[src/rtl/spi_periph_bus_bridge_pkg.sv]
// spi_periph_bus_bridge_pkg: shared widths, error byte and FSM encoding for the bridge
package spi_periph_bus_bridge_pkg;
  localparam int ADDR_W = 16;
  localparam int DATA_W = 8;
  localparam logic [DATA_W-1:0] ERR_DATA_DEF = 8'hFF;
  localparam logic [2:0] IDLE   = 3'd0;
  localparam logic [2:0] WR_BUS = 3'd1;
  localparam logic [2:0] WR_ACK = 3'd2;
  localparam logic [2:0] RD_BUS = 3'd3;
  localparam logic [2:0] RD_ACK = 3'd4;
endpackage

[src/rtl/spi_periph_bus_bridge_sync_level.sv]
// spi_periph_bus_bridge_sync_level: multi-flop level synchronizer for an asynchronous handshake line
module spi_periph_bus_bridge_sync_level #(
  parameter int STAGES = 2
) (
  input  logic clk_i,
  input  logic d,
  output logic q
);
  logic [STAGES-1:0] ff;
  // shift the raw level through the chain; left unreset so a level held across reset stays visible
  always_ff @(posedge clk_i) ff <= {ff[STAGES-2:0], d};
  assign q = ff[STAGES-1];
endmodule

[src/rtl/spi_periph_bus_bridge.sv]
// spi_periph_bus_bridge: turns spi_periph four-phase byte handshakes into strobe/ack bus accesses with timeout
module spi_periph_bus_bridge
  import spi_periph_bus_bridge_pkg::*;
#(
  parameter int SYNC_STAGES = 2,
  parameter int TIMEOUT = 255,
  parameter logic [DATA_W-1:0] ERR_DATA = ERR_DATA_DEF
) (
  input  logic              clk_i,
  input  logic              rst_i,
  input  logic              data_wr_i,
  input  logic [DATA_W-1:0] wdata_i,
  input  logic [ADDR_W-1:0] addr_i,
  output logic              wr_done_o,
  input  logic              data_req_i,
  output logic [DATA_W-1:0] rdata_o,
  output logic              data_rd_o,
  output logic              bus_stb_o,
  output logic              bus_we_o,
  output logic [ADDR_W-1:0] bus_addr_o,
  output logic [DATA_W-1:0] bus_wdata_o,
  input  logic [DATA_W-1:0] bus_rdata_i,
  input  logic              bus_ack_i,
  output logic              err_o
);
  localparam int CW = $clog2(TIMEOUT + 1);
  localparam logic [CW-1:0] LAST = CW'(TIMEOUT - 1);
  logic wr_s, req_s, arm_wr, arm_rd, expired;
  logic [2:0] state;
  logic [CW-1:0] cnt;
  spi_periph_bus_bridge_sync_level #(.STAGES(SYNC_STAGES)) u_sync_wr (.clk_i(clk_i), .d(data_wr_i), .q(wr_s));
  spi_periph_bus_bridge_sync_level #(.STAGES(SYNC_STAGES)) u_sync_rd (.clk_i(clk_i), .d(data_req_i), .q(req_s));
  // the strobe has been up for TIMEOUT cycles once this edge passes without ack
  assign expired = cnt == LAST;
  // a request only becomes serviceable after its line has been seen low since reset
  always_ff @(posedge clk_i) begin
    arm_wr <= rst_i ? 1'b0 : arm_wr | ~wr_s;
    arm_rd <= rst_i ? 1'b0 : arm_rd | ~req_s;
  end
  // handshake and bus access sequencing; write wins over a simultaneous read
  always_ff @(posedge clk_i) begin
    if (rst_i) begin
      state       <= IDLE;
      cnt         <= '0;
      wr_done_o   <= 1'b0;
      data_rd_o   <= 1'b0;
      bus_stb_o   <= 1'b0;
      bus_we_o    <= 1'b0;
      err_o       <= 1'b0;
      rdata_o     <= ERR_DATA;
      bus_addr_o  <= '0;
      bus_wdata_o <= '0;
    end else begin
      err_o <= 1'b0;
      case (state)
        IDLE: begin
          cnt <= '0;
          if (wr_s && arm_wr) begin
            bus_addr_o  <= addr_i;
            bus_wdata_o <= wdata_i;
            bus_we_o    <= 1'b1;
            bus_stb_o   <= 1'b1;
            state       <= WR_BUS;
          end else if (req_s && arm_rd) begin
            bus_addr_o <= addr_i;
            bus_we_o   <= 1'b0;
            bus_stb_o  <= 1'b1;
            state      <= RD_BUS;
          end
        end
        WR_BUS, RD_BUS: begin
          cnt <= cnt + CW'(1);
          if (bus_ack_i || expired) begin
            bus_stb_o <= 1'b0;
            err_o     <= ~bus_ack_i;
            if (state == RD_BUS) begin
              rdata_o   <= bus_ack_i ? bus_rdata_i : ERR_DATA;
              data_rd_o <= 1'b1;
              state     <= RD_ACK;
            end else begin
              wr_done_o <= 1'b1;
              state     <= WR_ACK;
            end
          end
        end
        WR_ACK: if (!wr_s) begin
          wr_done_o <= 1'b0;
          state     <= IDLE;
        end
        RD_ACK: if (!req_s) begin
          data_rd_o <= 1'b0;
          state     <= IDLE;
        end
        default: state <= IDLE;
      endcase
    end
  end
endmodule

[config.mk]
export PLATFORM = sky130hd
export DESIGN_NAME = spi_periph_bus_bridge
export DESIGN_NICKNAME = d
export VERILOG_FILES = /design/src/rtl/spi_periph_bus_bridge_pkg.sv /design/src/rtl/spi_periph_bus_bridge_sync_level.sv /design/src/rtl/spi_periph_bus_bridge.sv
export SDC_FILE = /design/constraint.sdc
export NUM_CORES = 1
export LEC_CHECK = 0
export ABC_AREA = 1
export CAP_MARGIN = 30
export CORE_MARGIN = 2
export CORE_UTILIZATION = 40
export CTS_CLUSTER_DIAMETER = 100
export DETAILED_ROUTE_END_ITERATION = 10
export PLACE_DENSITY = 0.86
export SYNTH_ARGS = -nofsm -noshare
export SYNTH_HDL_FRONTEND = slang
export SYNTH_SLANG_ARGS = --single-unit
[constraint.sdc]
create_clock -name clk_i -period 1.1 [get_ports clk_i]
set_input_delay 0.275 -clock clk_i [delete_from_list [all_inputs] [get_ports clk_i]]
set_output_delay 0.275 -clock clk_i [all_outputs]
set_load 0.02 [all_outputs]
Run 1, metal layers overlaid:
(4 px per micron)
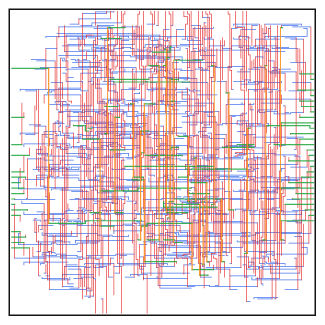
- metal 1: blue (wire length 3270 microns)
- metal 2: red (wire length 5010 microns)
- metal 3: green (wire length 480 microns)
- metal 4: orange (wire length 651 microns)

Run 1, metal 2:
(4 px per micron)
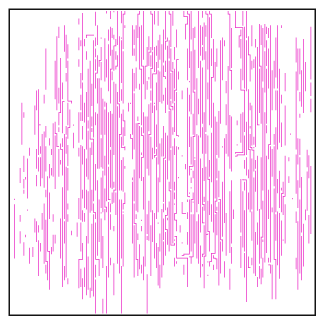
- wire length on this layer: 5010 microns
- nets with wire on the layer: 413

Run 1, PDN straps and rails:
(4 px per micron) Pins as bars on the die edge. Tap cells in gray.
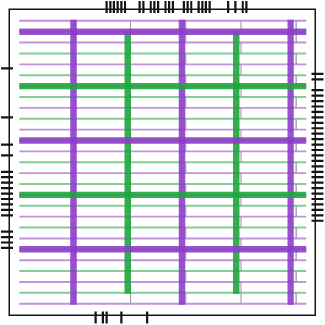
- VSS: purple
- VDD: green
- met5 straps: 5
- met1 rails: 27
- rows: 26

Run 1, M3 wires:
(4 px per micron) Cells faint in the background.
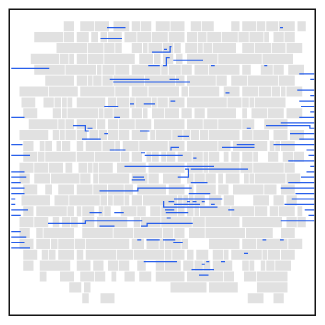
- main direction: horizontal
- nets with wire on the layer: 85

==> impl_metrics.py, run 1 <==
# Auto-generated metrics
metrics = {
    "outcome": {
        "outcome": "finished with violations",
        "violations": "negative setup slack",
    },
    "layout": {
        "final_cell_mix": "66 x buf_4, 37 x dfxtp_2, 36 x clkdlybuf4s50_1",
        "fin_area_sq_um": 4210,
        "logic_area_sq_um": 1450,
        "seq_area_sq_um": 1140,
    },
    "clock_tree": {
        "clk_latency_ps": 330,
        "ctsHoldBuffers": 0,
        "cts_max_level": 2,
        "path_clk_slew_ps": 110,
        "root_buffer": "clkbuf_8",
    },
    "logic_synthesis": {
        "postSynthSeqShare": 0.519,
        "synth_warnings": 0,
        "syn_area_per_cell_sq_um": 7.68,
        "syn_inst": 271,
        "fp_nets": 310,
        "area_leaders": "dfxtp_1 52%, nor2_1 8.7%, o21ai_0 7.5%",
    },
    "detailed_routing": {
        "routed_wirelength_mm": 9.41,
        "drc_errors": 0,
        "avgViaCountPerCell": 5.45,
    },
    "setup_path": {
        "end_kind": "flip-flop",
        "crit_required_ps": 1320,
        "critPathKind": "reg -> reg",
        "cp_max_fo": 3,
    },
    "power_and_ir_drop": {
        "ir_drop_uv": 1040,
        "total_power_uw": 6190,
    },
    "final_timing": {
        "post-route-period-util": 1.30,
        "setup_tns_ps": -7190,
        "setup_violations": 52,
        "fin_ws_ps": -330,
        "hold_viol": 0,
    },
    "floorplan": {
        "io_pins": 74,
    },
    "global_route": {
        "grt_pass1_vias": 2374,
        "grt_remaining_overflow": 0,
        "antenna_found_initial": 0,
    },
    "hold_path": {
        "timing.hold.worst.start": "u_sync_wr.ff[0]",
    },
    "job": {
        "warning_count": 30,
    },
    "placement": {
        "place.gp.congestion": 0.859,
        "placed_cell_area_sq_um": 3130,
    },
}
## run 1: where the power goes
group	leakage [uW]	internal, uW	switching [uW]
Clock	0.0000514	681	716
Combinational	0.00122	1200	1310
Sequential	0.000454	2140	142
## run 1: flip-flops by register name (all words and copies together) (netlist names), 2 cells and up
name / cells
rdata_o: 8
cnt: 8
bus_addr_o: 16
u_sync_rd.ff: 2
u_sync_wr.ff: 2
bus_wdata_o: 8
state: 3
## run 1: worst max-delay path: stages, from the launching register on
cell,delay (ps)
dfxtp_1,370
nand2_2,100
inv_1,80
nand3_1,120
o21ai_0,380
nand2_1,110
nor3b_1,160
## run 1: what timing repair did
item,in CTS,in global routing
setup buffers,5,19
pin swaps,13,30
gates resized,257,166
setup endpoints to repair,84,82
cloned,5,3
## run 1: per-layer routing
| layer | global-route usage | wire (microns) | up-vias |
|---|---|---|---|
| met3 | 0.0545 | 480 | 52 |
| met1 | 0.245 | 3270 | 1227 |
| met4 | 0.0818 | 650 | 0 |
| li1 | - | - | 1165 |
| met2 | 0.438 | 5010 | 137 |
| met5 | 0 | 0 | - |
## run 1: final cells by class
cell class,instances,share of cell area
multi-input cells,188,0.344
repair buffers,133,0.305
flip-flops and latches,54,0.271
inverters,20,0.0288
well taps,70,0.0208
clock buffers,6,0.0172
clock inverters,2,0.00892
repair inverters,1,0.00386
## run 1: synthesized netlist by cell type, drive strengths merged
library cell	instances
a21oi	30
a31o	1
a31oi	2
buf	5
clkbuf	6
clkinv	1
dfxtp	54
ha	2
inv	19
nand2	40
nand3	15
nand4	1
nor2	49
nor3	9
nor3b	2
nor4	1
o21ai	31
o22ai	2
or2	1
## run 1: path summary, 6_finish.rpt
kind                            slack (ps)               to  cells past startpoint
worst max register to register        -330           cnt[5]                      6
worst min register to register         340  u_sync_wr.ff[1]                      0
worst max-delay path                  -330           cnt[5]                      6
worst min-delay path                   340  u_sync_wr.ff[1]                      0
## run 1: per-stage QoR
step / util / cells / setup slack (ps)
floorplan: - / 271 / -62.2
global placement: 0.616 / 434 / -257
detailed placement: 0.616 / 434 / -326
CTS: 0.685 / 452 / -149
global route: 0.830 / 474 / -374
finish: 0.830 / 474 / -330
## run 1: logic make-up after synthesis
| kind of cell | synth area share |
|---|---|
| AND-OR/OR-AND | 0.163 |
| AND/OR/NAND/NOR | 0.239 |
| buffers and inverters | 0.0667 |
| flip-flops | 0.519 |
| adder cells (fa/ha/maj) | 0.0120 |
==> run 2, diff against run 1 <==
CTS_CLUSTER_SIZE = 10   (was not set)
Run 2, the clock network:
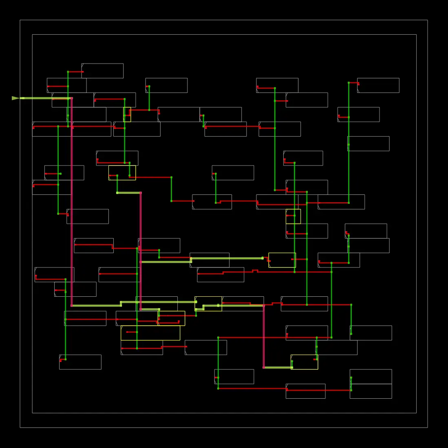
seq_cells: 54
CTS Buf Count: 5

==> impl_metrics.py, run 2 <==
# Auto-generated metrics
metrics = {
    "layout": {
        "fin_area_sq_um": 4210,
        "final_cell_mix": "66 x buf_4, 37 x dfxtp_2, 36 x clkdlybuf4s50_1",
        "diodes": 0,
        "top_register": "bus_addr_o",
        "largest_register_ff_count": 16,
        "postLayoutCoreUtil": 0.830,
    },
    "setup_path": {
        "cp_max_fo": 3,
        "start_kind": "flip-flop",
        "end_kind": "flip-flop",
        "crit_required_ps": 1320,
        "critPathKind": "reg -> reg",
    },
    "placement": {
        "placed_cell_area_sq_um": 3130,
        "io_buffers": 73,
        "place.gp.congestion": 0.859,
    },
    "floorplan": {
        "io_pins": 74,
        "core_sq_um": 5070,
        "die_x_microns": 76.1,
    },
    "global_route": {
        "grt_pass1_vias": 2374,
        "grt_remaining_overflow": 0,
        "antenna_found_initial": 0,
    },
    "detailed_routing": {
        "routed_wirelength_mm": 9.41,
        "drc_errors": 0,
        "avgViaCountPerCell": 5.45,
    },
    "clock_tree": {
        "cts_max_level": 2,
        "ctsHoldBuffers": 0,
        "path_clk_slew_ps": 110,
        "clk_latency_ps": 330,
        "clock_sinks": 54,
        "cts_tree": "built",
        "root_buffer": "clkbuf_8",
    },
    "logic_synthesis": {
        "postSynthSeqShare": 0.519,
        "fp_nets": 310,
        "common_cells": "54 x dfxtp_1, 48 x nor2_1, 37 x nand2_1, 31 x o21ai_0, 30 x a21oi_1",
        "area_leaders": "dfxtp_1 52%, nor2_1 8.7%, o21ai_0 7.5%",
        "edf_count": 0,
        "syn_area_per_cell_sq_um": 7.68,
        "syn_inst": 271,
        "most_common_cell": "dfxtp_1",
        "synthArstFlopShare": 0,
        "synth_warnings": 0,
        "flop_cell": "dfxtp_1",
    },
    "final_timing": {
        "post-route-period-util": 1.30,
        "setup_violations": 52,
        "max_slew_margin": 0.721,
        "fin_ws_ps": -330,
        "hold_viol": 0,
    },
    "outcome": {
        "outcome": "finished with violations",
        "violations": "negative setup slack",
    },
    "power_and_ir_drop": {
        "power_density_nw_per_um2": 1470,
        "leakagePower_uw": 0.00173,
        "ir_drop_uv": 1040,
        "total_power_uw": 6190,
    },
    "hold_path": {
        "timing.hold.worst.start": "u_sync_wr.ff[0]",
    },
    "job": {
        "warning_count": 30,
    },
}
Run 2, PDN straps and rails:
(4 px per micron) Pins as bars on the die edge. Tap cells in gray.
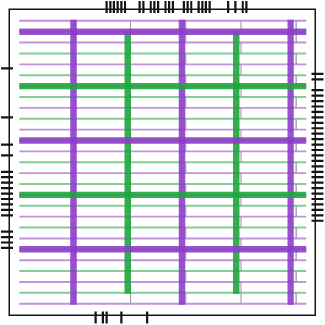
- VSS: purple
- VDD: green
- met4 straps: 5
- met5 straps: 5
- signal pins: 74
- met1 rails: 27
- tap cells: 70

[run 2: cell counts in the layout (fill, tap and decap cells not counted)]
No cell type changed its count.
[run 2: cell families (layout without fill, tap and decap cells)]
logic type,after synthesis,count (layout),synth area share
and+or+nand+nor,118,120,0.239
buffers and inverters,31,162,0.0667
adders and majority gates,2,2,0.0120
AOI/OAI and AO/OA,66,66,0.163
DFF,54,54,0.519
[run 2: cell type report]
class                      instances  area (sq um)
clock buffer                       6          72.6
clock inverter                     2          37.5
fill                             263           865
inverter                          20           121
multi-input combinational        188          1450
sequential                        54          1140
tap                               70          87.6
timing repair buffer             133          1280
timing repair inverter             1          16.3
[run 2: what timing repair did]
| item | 4_1_cts | 5_1_grt |
|---|---|---|
| gates resized | 257 | 166 |
| pin swaps | 13 | 30 |
| setup buffers | 5 | 19 |
| endpoints found under the setup margin | 84 | 82 |
| cloned | 5 | 3 |
[run 2: report_power, final]
group	internal, uW	switching, uW	total, uW
Sequential	2140	142	2280
Clock	681	716	1400
Combinational	1200	1310	2510
[run 2: final timing paths]
kind	end	slack, ps	cells after the start
worst max-delay path	cnt[5]	-330	6
worst min-delay path	u_sync_wr.ff[1]	340	0
worst max register to register	cnt[5]	-330	6
worst min register to register	u_sync_wr.ff[1]	340	0
[run 2: critical path: stages, from the launching register on]
cell	delay, ps
dfxtp_1	370
nand2_2	100
inv_1	80
nand3_1	120
o21ai_0	380
nand2_1	110
nor3b_1	160
[run 2: stage by stage]
stage | std cells | setup TNS [ps] | worst slack [ps] | hold slack [ps]
2_1_floorplan | 271 | -888 | -62.2 | 303
6_report | 474 | -7190 | -330 | 336
3_3_place_gp | 434 | -10290 | -257 | 314
5_1_grt | 474 | -9540 | -374 | 353
3_5_place_dp | 434 | -11790 | -326 | 312
4_1_cts | 452 | -3390 | -149 | 335
[run 2: layer usage]
metal  global-route usage  wire length (microns)  part of all wire
met1                0.245                   3270              0.35
met2                0.438                   5010              0.53
met3               0.0545                    480             0.051
met4               0.0818                    650             0.069
met5                    0                      0                 0
Power figures rest on the tool's default switching activity, not on a simulated workload.
